[config.mk]
export PLATFORM = sky130hd
export DESIGN_NAME = shift_seq
export DESIGN_NICKNAME = d
export VERILOG_FILES = /design/src/rtl/shift_seq.sv
export SDC_FILE = /design/constraint.sdc
export NUM_CORES = 1
export LEC_CHECK = 0
export ABC_AREA = 1
export ABC_CLOCK_PERIOD_IN_PS = 2900
export CORE_MARGIN = 8
export CORE_UTILIZATION = 42
export DETAILED_ROUTE_END_ITERATION = 8
export HOLD_SLACK_MARGIN = 0.06
export PLACE_DENSITY = 0.85
export SLEW_MARGIN = 30
export SYNTH_ARGS = -nofsm -noshare
export SYNTH_HDL_FRONTEND = slang
export SYNTH_SLANG_ARGS = --single-unit
[constraint.sdc]
create_clock -name clk -period 2.9 [get_ports clk]
set_clock_uncertainty 0.2 [all_clocks]
set_input_delay 0.87 -clock clk [delete_from_list [all_inputs] [get_ports clk]]
set_output_delay 0.87 -clock clk [all_outputs]
set_load 0.02 [all_outputs]
[src/rtl/shift_seq.sv]
// shift_seq: multi-cycle shifter/rotator sequencer.
// An accepted start loads the operand and the carry. The block then performs
// `count` single-bit steps (SHL, SHR, ROL or ROR through carry), one per clock
// edge, and then pulses done for one cycle.
//
// Parameters:
//   WIDTH     datapath width (power of two, >= 4)
// Ports:
//   clk       clock, rising edge
//   rst       synchronous active-high reset
//   start     request a new operation (accepted in IDLE or DONE)
//   mode      00 SHL, 01 SHR, 10 ROL through carry, 11 ROR through carry
//   count     number of single-bit steps, 0..WIDTH-1
//   in        operand
//   carry_in  initial carry
//   out       working/result register
//   carry_out working/result carry register
//   busy      high while shifting
//   done      one-cycle pulse when the result is valid
//   zero      (only with SHIFT_SEQ_ZERO_FLAG_EN) registered out==0 flag
//
// Optional feature macro: SHIFT_SEQ_ZERO_FLAG_EN adds the zero output.
module shift_seq #(
    parameter  int unsigned WIDTH = 8,
    localparam int unsigned CW    = $clog2(WIDTH)
) (
    input  logic             clk,
    input  logic             rst,
    input  logic             start,
    input  logic [1:0]       mode,
    input  logic [CW-1:0]    count,
    input  logic [WIDTH-1:0] in,
    input  logic             carry_in,
    output logic [WIDTH-1:0] out,
    output logic             carry_out,
    output logic             busy,
    output logic             done
`ifdef SHIFT_SEQ_ZERO_FLAG_EN
    ,
    output logic             zero
`endif
);

    typedef enum logic [1:0] {
        ST_IDLE  = 2'd0,
        ST_SHIFT = 2'd1,
        ST_DONE  = 2'd2
    } state_e;

    state_e             state_q, state_d;
    logic [WIDTH-1:0]   out_q, out_d;
    logic               carry_q, carry_d;
    logic [1:0]         mode_q, mode_d;
    logic [CW-1:0]      rem_q, rem_d;

    // State and datapath registers
    always_ff @(posedge clk) begin
        if (rst) begin
            state_q <= ST_IDLE;
            out_q   <= '0;
            carry_q <= 1'b0;
            mode_q  <= 2'b00;
            rem_q   <= '0;
        end else begin
            state_q <= state_d;
            out_q   <= out_d;
            carry_q <= carry_d;
            mode_q  <= mode_d;
            rem_q   <= rem_d;
        end
    end

    // Next-state and datapath step
    always_comb begin
        state_d = state_q;
        out_d   = out_q;
        carry_d = carry_q;
        mode_d  = mode_q;
        rem_d   = rem_q;

        case (state_q)
            ST_SHIFT: begin
                case (mode_q)
                    2'b00: begin
                        carry_d = out_q[WIDTH-1];
                        out_d   = {out_q[WIDTH-2:0], 1'b0};
                    end
                    2'b01: begin
                        carry_d = out_q[0];
                        out_d   = {1'b0, out_q[WIDTH-1:1]};
                    end
                    2'b10: begin
                        carry_d = out_q[WIDTH-1];
                        out_d   = {out_q[WIDTH-2:0], carry_q};
                    end
                    default: begin
                        carry_d = out_q[0];
                        out_d   = {carry_q, out_q[WIDTH-1:1]};
                    end
                endcase
                rem_d = rem_q - CW'(1);
                if (rem_q == CW'(1)) begin
                    state_d = ST_DONE;
                end
            end
            default: begin
                // IDLE and DONE both accept a new operation; DONE falls back
                // to IDLE otherwise, holding the result registers.
                if (start) begin
                    out_d   = in;
                    carry_d = carry_in;
                    mode_d  = mode;
                    rem_d   = count;
                    state_d = (count == '0) ? ST_DONE : ST_SHIFT;
                end else begin
                    state_d = ST_IDLE;
                end
            end
        endcase
    end

    assign out       = out_q;
    assign carry_out = carry_q;
    assign busy      = (state_q == ST_SHIFT);
    assign done      = (state_q == ST_DONE);

`ifdef SHIFT_SEQ_ZERO_FLAG_EN
    logic zero_q;

    // out_d equals out_q on edges that leave out unchanged, so this tracks out.
    always_ff @(posedge clk) begin
        if (rst) begin
            zero_q <= 1'b1;
        end else begin
            zero_q <= (out_d == '0);
        end
    end

    assign zero = zero_q;
`endif

endmodule

==> results.py, run 1 <==
# Flow results
metrics = {
    "final_timing": {
        "hold-worst-slack_ns": 0.3358,
        "worstMarginPinSlew_ns": 0.3764,
        "fin_crit_ns": 2.652,
        "rsz0062_at_grt": "false",
        "layout_setup_ws_ns": 0.2482,
    },
    "critical_path": {
        "cp-start-kind": "flip-flop",
        "cp_max_fo": 8,
        "cp_data_arrival_time_ns": 1.58,
        "crit_start": "state_q[0]$_SDFFE_PP0P_",
        "r2r-end": "out[3]$_SDFFE_PP0P_",
        "reg2reg_from": "state_q[1]$_SDFFE_PP0P_",
    },
    "clock_network": {
        "holdBufCountCts": 0,
        "cts_tree": "built",
        "cts-resized-gates": 0,
        "root_buffer": "clkbuf_4",
    },
    "status": {
        "status": "complete, no violations",
    },
    "synth": {
        "synthTopCellsByArea": "dfxtp_1, o21ai_1, a21oi_1",
        "yosysWarnings": 0,
        "ys_seq_share_pct": 38.27,
        "simple_gate_area_share_pct": 21.67,
        "synth.distinct_cells": 21,
        "adder_share_pct": 2.990,
        "mux_area_share_pct": 0,
        "yosys_cells": 120,
    },
    "drt": {
        "wl_met1_um": 920,
        "wirelength_um": 2199,
        "wl_met2_um": 1091,
        "wire_per_inst_um": 12.64,
        "drc": 0,
        "drtPass1Iterations": 4,
    },
    "layout": {
        "layout_top_cells": "clkdlybuf4s50_1, o21ai_1, nand2_1, dfxtp_1, a21oi_1",
        "finalNetCount": 167,
        "drive_above_1_share_pct": 9.524,
    },
    "placed_design": {
        "gp_congestion": 0.8507,
        "dp_cells": 170,
        "place_area_um2": 1114,
    },
    "pwr": {
        "power_density_nw_per_um2": 498.1,
    },
    "global_routing": {
        "grt_start_max_net_pins": 18,
    },
    "min_path": {
        "hold_path_end": "mode_q[1]$_SDFFE_PP0P_",
        "hold_path_depth": 2,
    },
    "floorplan": {
        "fp_util_pct": 43.55,
        "die-area_um2": 3677,
    },
}
==> run 1: power by group <==
group,switching [mW],internal [mW],total [mW]
registers,0.0220,0.241,0.263
clock network,0.0731,0.0765,0.150
logic,0.0860,0.0737,0.160
total,0.181,0.392,0.573
==> run 1: worst max-delay path: stages (launching register included) <==
cell,delay [ns]
dfxtp_1,0.41
inv_2,0.06
nor2_4,0.17
clkdlybuf4s50_1,0.64
==> run 1: area by class of cell <==
type                            instances  area [um^2]
Fill cell                             185        772.0
Inverter                               16        60.06
Multi-Input combinational cell         84        429.2
Tap cell                               27        33.78
Clock buffer                            4        36.28
Sequential cell                        16        320.3
Timing Repair Buffer                   27        270.3
==> run 1: routing by layer <==
layer  up-vias  GRT usage [%]
met5         -              0
met4         0          8.970
met3        10          2.754
met2        35          21.57
met1       410          14.63
li1        449              -
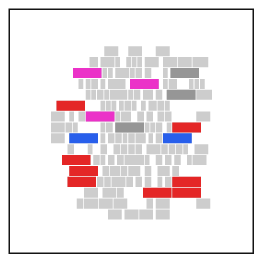
**Above:** run 1 (sequential cells grouped by signal name).
(4 px per um) Other sequential cells in the stronger gray, the rest of the logic in the fainter gray.
- blue: mode_q (sequential cells 2)
- red: out (sequential cells 8)
- magenta: rem_q (sequential cells 3)
- not colored: 3

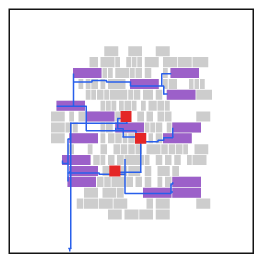
**Above:** run 1 (clock distribution).
(4 px per um)
- red: clock drivers (count 3)
- blue: clock wires (length 214 um)
- purple: flip-flops (count 16)
- routed clock nets: 4
clock network power: 150 uW
clock power share: 26.1%
worst skew pair latency: 0.29 ns

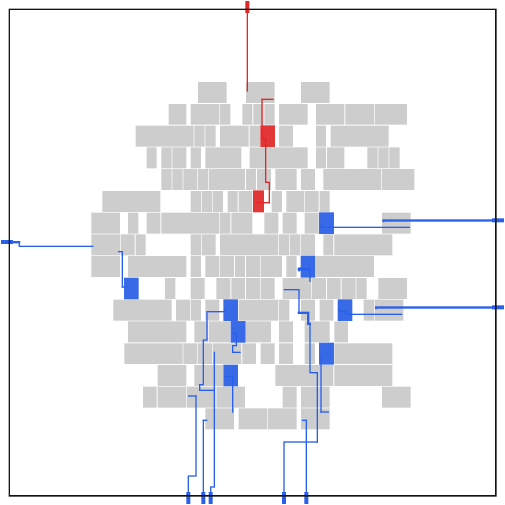
**Above:** run 1 (I/O nets highlighted).
(8 px per um)
- blue: in (bits 8; direction input; edge 5 bottom, 2 right, 1 left; end cells 8; buffers 8; wire 185 um)
- red: rst (bits 1; direction input; edge top; end cells 2; buffers 1; wire 26.5 um)

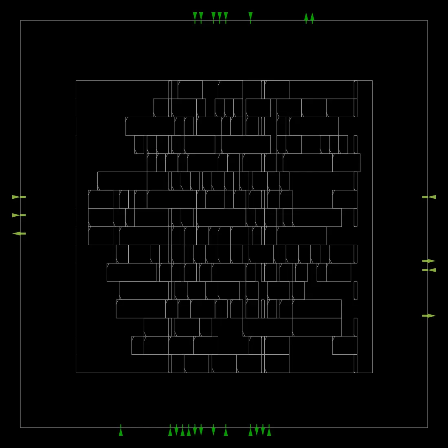
**Above:** run 1 (placement view).
fin cells: 174
FFs & Latches: 16
fillers: 185

--- run 2 (diff from run 1) ---
--- a/config.mk
+++ b/config.mk
@@ -6,13 +6,13 @@
 export NUM_CORES = 1
 export LEC_CHECK = 0
 export ABC_AREA = 1
-export ABC_CLOCK_PERIOD_IN_PS = 2900
+export ABC_CLOCK_PERIOD_IN_PS = 2500
 export CORE_MARGIN = 8
 export CORE_UTILIZATION = 42
 export DETAILED_ROUTE_END_ITERATION = 8
 export HOLD_SLACK_MARGIN = 0.06
 export PLACE_DENSITY = 0.85
-export SLEW_MARGIN = 30
+export SLEW_MARGIN = 20
 export SYNTH_ARGS = -nofsm -noshare
 export SYNTH_HDL_FRONTEND = slang
 export SYNTH_SLANG_ARGS = --single-unit
==> constraint.sdc (replaced) <==
create_clock -name clk -period 2.5 [get_ports clk]
set_clock_uncertainty 0.2 [all_clocks]
set_input_delay 0.75 -clock clk [delete_from_list [all_inputs] [get_ports clk]]
set_output_delay 0.75 -clock clk [all_outputs]
set_load 0.02 [all_outputs]
==> run 2 against run 1 <==
Via count shrank 1.8%. Synthesized area is the same. Sequential share of layout area is essentially flat. Global-route usage shrank 0.50 points. Critical path type unchanged. Largest cell class unchanged.
==> results.py, run 2 <==
# Flow results
metrics = {
    "status": {
        "status": "complete, no violations",
    },
    "drt": {
        "drtPass1Iterations": 4,
        "wl_met2_um": 1092,
        "wl_met1_um": 904,
        "wirelength_um": 2180,
    },
    "pwr": {
        "p_switching_uw": 206.1,
        "p_clk_share_pct": 25.8,
        "p_int_uw": 452.9,
        "power_density_nw_per_um2": 572.5,
    },
    "synth": {
        "ys_seq_share_pct": 38.27,
        "synthTopCellsByArea": "dfxtp_1, o21ai_1, a21oi_1",
    },
    "final_timing": {
        "rsz0062_at_grt": "false",
        "layout_setup_ws_ns": 0.2315,
        "worstMarginPinSlew_ns": 0.3891,
        "fin_crit_ns": 2.269,
    },
    "critical_path": {
        "r2r-end": "rem_q[0]$_SDFFE_PP0P_",
        "path_buffers": 1,
        "path_cells": "clkdlybuf4s50_1",
        "crit_family": "buffers and inverters",
        "crit_start": "out[5]$_SDFFE_PP0P_",
        "cp-start-kind": "flip-flop",
        "cp_slowest_cell": "clkdlybuf4s50_1",
        "reg2reg_from": "state_q[0]$_SDFFE_PP0P_",
        "cp.depth": 1,
    },
    "min_path": {
        "hold_path_depth": 2,
    },
    "layout": {
        "buf_share_pct": 23.59,
        "buffers": 27,
        "inverters_excl_clock": 16,
        "ff_count": 16,
        "stdcell_count": 174,
        "combGateArea_um2": 429.2,
        "clkbuf_count": 4,
        "biggestCellCategory": "multi-input combinational cells",
        "layout_top_cells": "clkdlybuf4s50_1, o21ai_1, nand2_1, dfxtp_1, a21oi_1",
        "nMultiInputCombCells": 84,
        "comb_share_pct": 37.28,
        "clk_share_pct": 3.152,
        "drive_above_1_share_pct": 9.524,
    },
    "clock_network": {
        "insertion_delay_ns": 0.28,
        "root_buffer": "clkbuf_4",
    },
    "placed_design": {
        "place_area_um2": 1114,
    },
    "global_routing": {
        "busiest_layer": "met2",
        "grt_start_max_net_pins": 18,
        "gr-usage-met1_pct": 13.47,
        "grtUsageMet2_pct": 21.72,
    },
    "floorplan": {
        "die-area_um2": 3677,
    },
}
run 2: cell counts after synthesis:
Identical to the previous run, type by type.
run 2: what timing repair did:
action,CTS,global route
hold buffers,0,0
resized,1,1
setup endpoints to repair,1,1
run 2: cell families after synthesis:
| family | Yosys count | synth area share, % |
|---|---|---|
| buffers and inverters | 20 | 10.46 |
| and+or+nand+nor | 39 | 21.67 |
| DFF | 16 | 38.27 |
| adders and majority gates | 2 | 2.989 |
| AOI/OAI and AO/OA | 43 | 26.61 |
run 2: power groups by stage:
stage               clock [mW]  combinational (mW)  sequential [mW]
global route             0.193               0.202            0.309
finish                   0.170               0.183            0.306
detailed placement           0               0.184            0.311
CTS                      0.172               0.183            0.305
floorplan                    0              0.0969            0.321
global placement             0               0.179            0.310
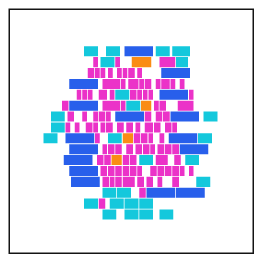
**Above:** run 2 (placement by cell class).
(4 px per um)
- cyan: remaining buffers and delay cells (cells 27)
- magenta: combinational and other logic (cells 100)
- blue: sequential cells (cells 16)
- orange: clock drivers and dummy loads (cells 4)
core area: 1922 um^2
Final Util: 59.90%

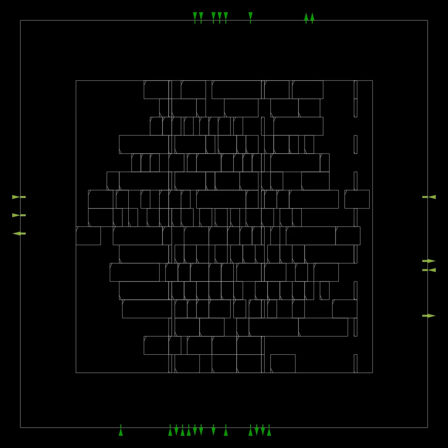
**Above:** run 2 (placement view).
tapcell count: 27
fillers: 173
Seq area share: 27.83%
num rows: 16

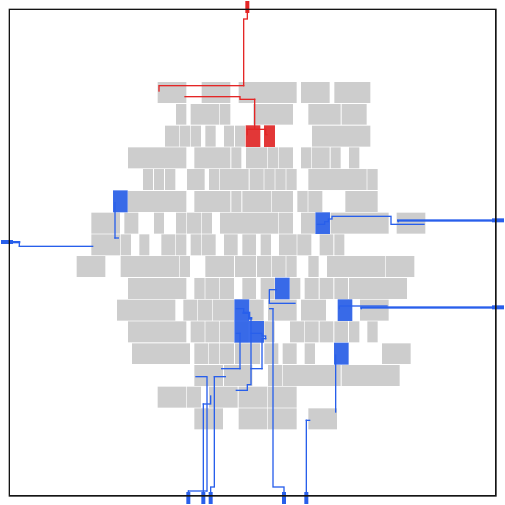
**Above:** run 2 (I/O nets highlighted).
(8 px per um)
- blue: in (bits 8; direction input; edge 5 bottom, 2 right, 1 left; end cells 8; buffers 8; wire 189 um)
- red: rst (bits 1; direction input; edge top; end cells 2; buffers 1; wire 37.4 um)
IO Port Bufs: 27
# IOs: 28

**Run 2: clock distribution**

(4 px per um)
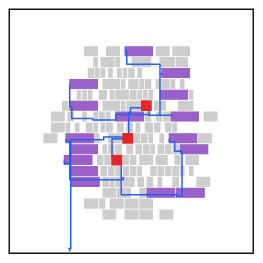

--- run 3 (diff from run 2) ---
--- a/config.mk
+++ b/config.mk
@@ -7,11 +7,14 @@
 export LEC_CHECK = 0
 export ABC_AREA = 1
 export ABC_CLOCK_PERIOD_IN_PS = 2500
+export CAP_MARGIN = 20
 export CORE_MARGIN = 8
 export CORE_UTILIZATION = 42
 export DETAILED_ROUTE_END_ITERATION = 8
+export GPL_ROUTABILITY_DRIVEN = 0
 export HOLD_SLACK_MARGIN = 0.06
 export PLACE_DENSITY = 0.85
+export RECOVER_POWER = 50
 export SLEW_MARGIN = 20
 export SYNTH_ARGS = -nofsm -noshare
 export SYNTH_HDL_FRONTEND = slang
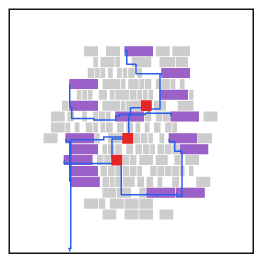
**Above:** run 3 (clock distribution).
(4 px per um)
- blue: clock wires (length 197 um)
- red: clock drivers (count 3)
- purple: flip-flops (count 16)
- routed clock nets: 4

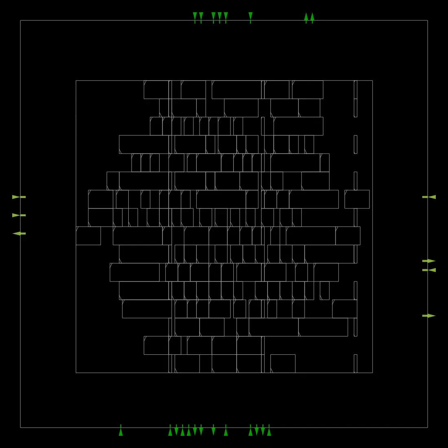
**Above:** run 3 (placement view).
Final Util: 59.77%
fillers: 174
Seq area share: 27.89%

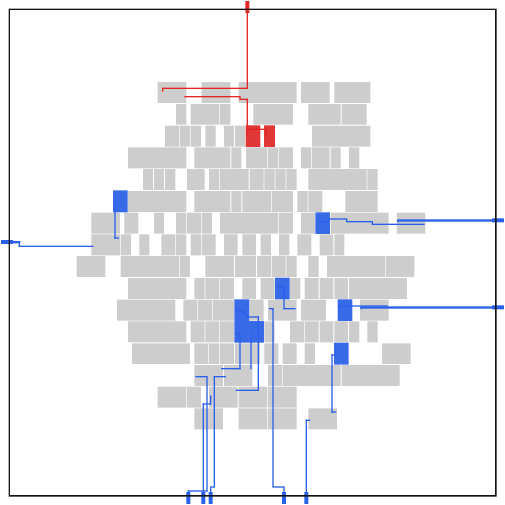
**Above:** run 3 (I/O nets highlighted).
(8 px per um)
- red: rst (bits 1; direction input; edge top; end cells 2; buffers 1; wire 36.0 um)
- blue: in (bits 8; direction input; edge 5 bottom, 2 right, 1 left; end cells 8; buffers 8; wire 186 um)

==> run 3 against run 2 <==
Sequential power hardly changed. Global-route usage stayed put. Highest routed layer unchanged. Critical path type unchanged. Largest power group unchanged. Critical path depth stayed put.
==> results.py, run 3 <==
# Flow results
metrics = {
    "final_timing": {
        "rsz0062_at_grt": "false",
        "hold-worst-slack_ns": 0.3317,
        "worstMarginPinSlew_ns": 0.3725,
    },
    "critical_path": {
        "crit_family": "buffers and inverters",
        "cp_data_arrival_time_ns": 1.32,
        "path_cells": "clkdlybuf4s50_1",
        "crit_path_max_incr_delay_ns": 0.63,
    },
    "floorplan": {
        "rows": 16,
        "die-area_um2": 3677,
    },
    "global_routing": {
        "busiest_layer": "met2",
        "use_met3_pct": 2.542,
    },
    "layout": {
        "drive_above_1_share_pct": 8.844,
        "ff_count": 16,
        "nMultiInputCombCells": 84,
        "clkbuf_count": 4,
        "inverters_excl_clock": 16,
        "clk_share_pct": 3.159,
        "comb_share_pct": 37.15,
        "combGateArea_um2": 426.7,
    },
    "drt": {
        "drtPass1Iterations": 4,
        "drc": 0,
        "wire_per_inst_um": 12.55,
    },
    "clock_network": {
        "root_buffer": "clkbuf_4",
        "cts-resized-gates": 1,
        "insertion_delay_ns": 0.28,
        "holdBufCountCts": 0,
    },
    "synth": {
        "yosys_cells": 120,
        "synth.distinct_cells": 21,
    },
    "status": {
        "status": "complete, no violations",
    },
    "min_path": {
        "hold_path_depth": 2,
    },
}
## run 3: per-stage QoR
step	instance area (um^2)	total power, mW	setup slack [ns]	utilization, %
2_1_floorplan	837.1	0.4180	0.8368	-
3_3_place_gp	1114	0.4891	0.1960	57.94
3_5_place_dp	1114	0.4943	0.1124	57.94
4_1_cts	1149	0.6599	0.08238	59.77
5_1_grt	1149	0.6996	0.1777	59.77
6_report	1149	0.6555	0.2304	59.77
## run 3: kinds of logic (layout without fill, tap and decap cells)
group	Yosys count	count (layout)	share of synthesized area [%]
simple gates	39	39	21.67
compound gates	43	43	26.61
fa+ha+maj	2	2	2.989
flops	16	16	38.27
buf+inv	20	47	10.46
## run 3: power by group
group	internal, mW	switching [mW]	total, mW
clock network	0.0885	0.0820	0.171
logic	0.0824	0.0973	0.180
registers	0.280	0.0252	0.305
Power and IR drop assume default switching activity.
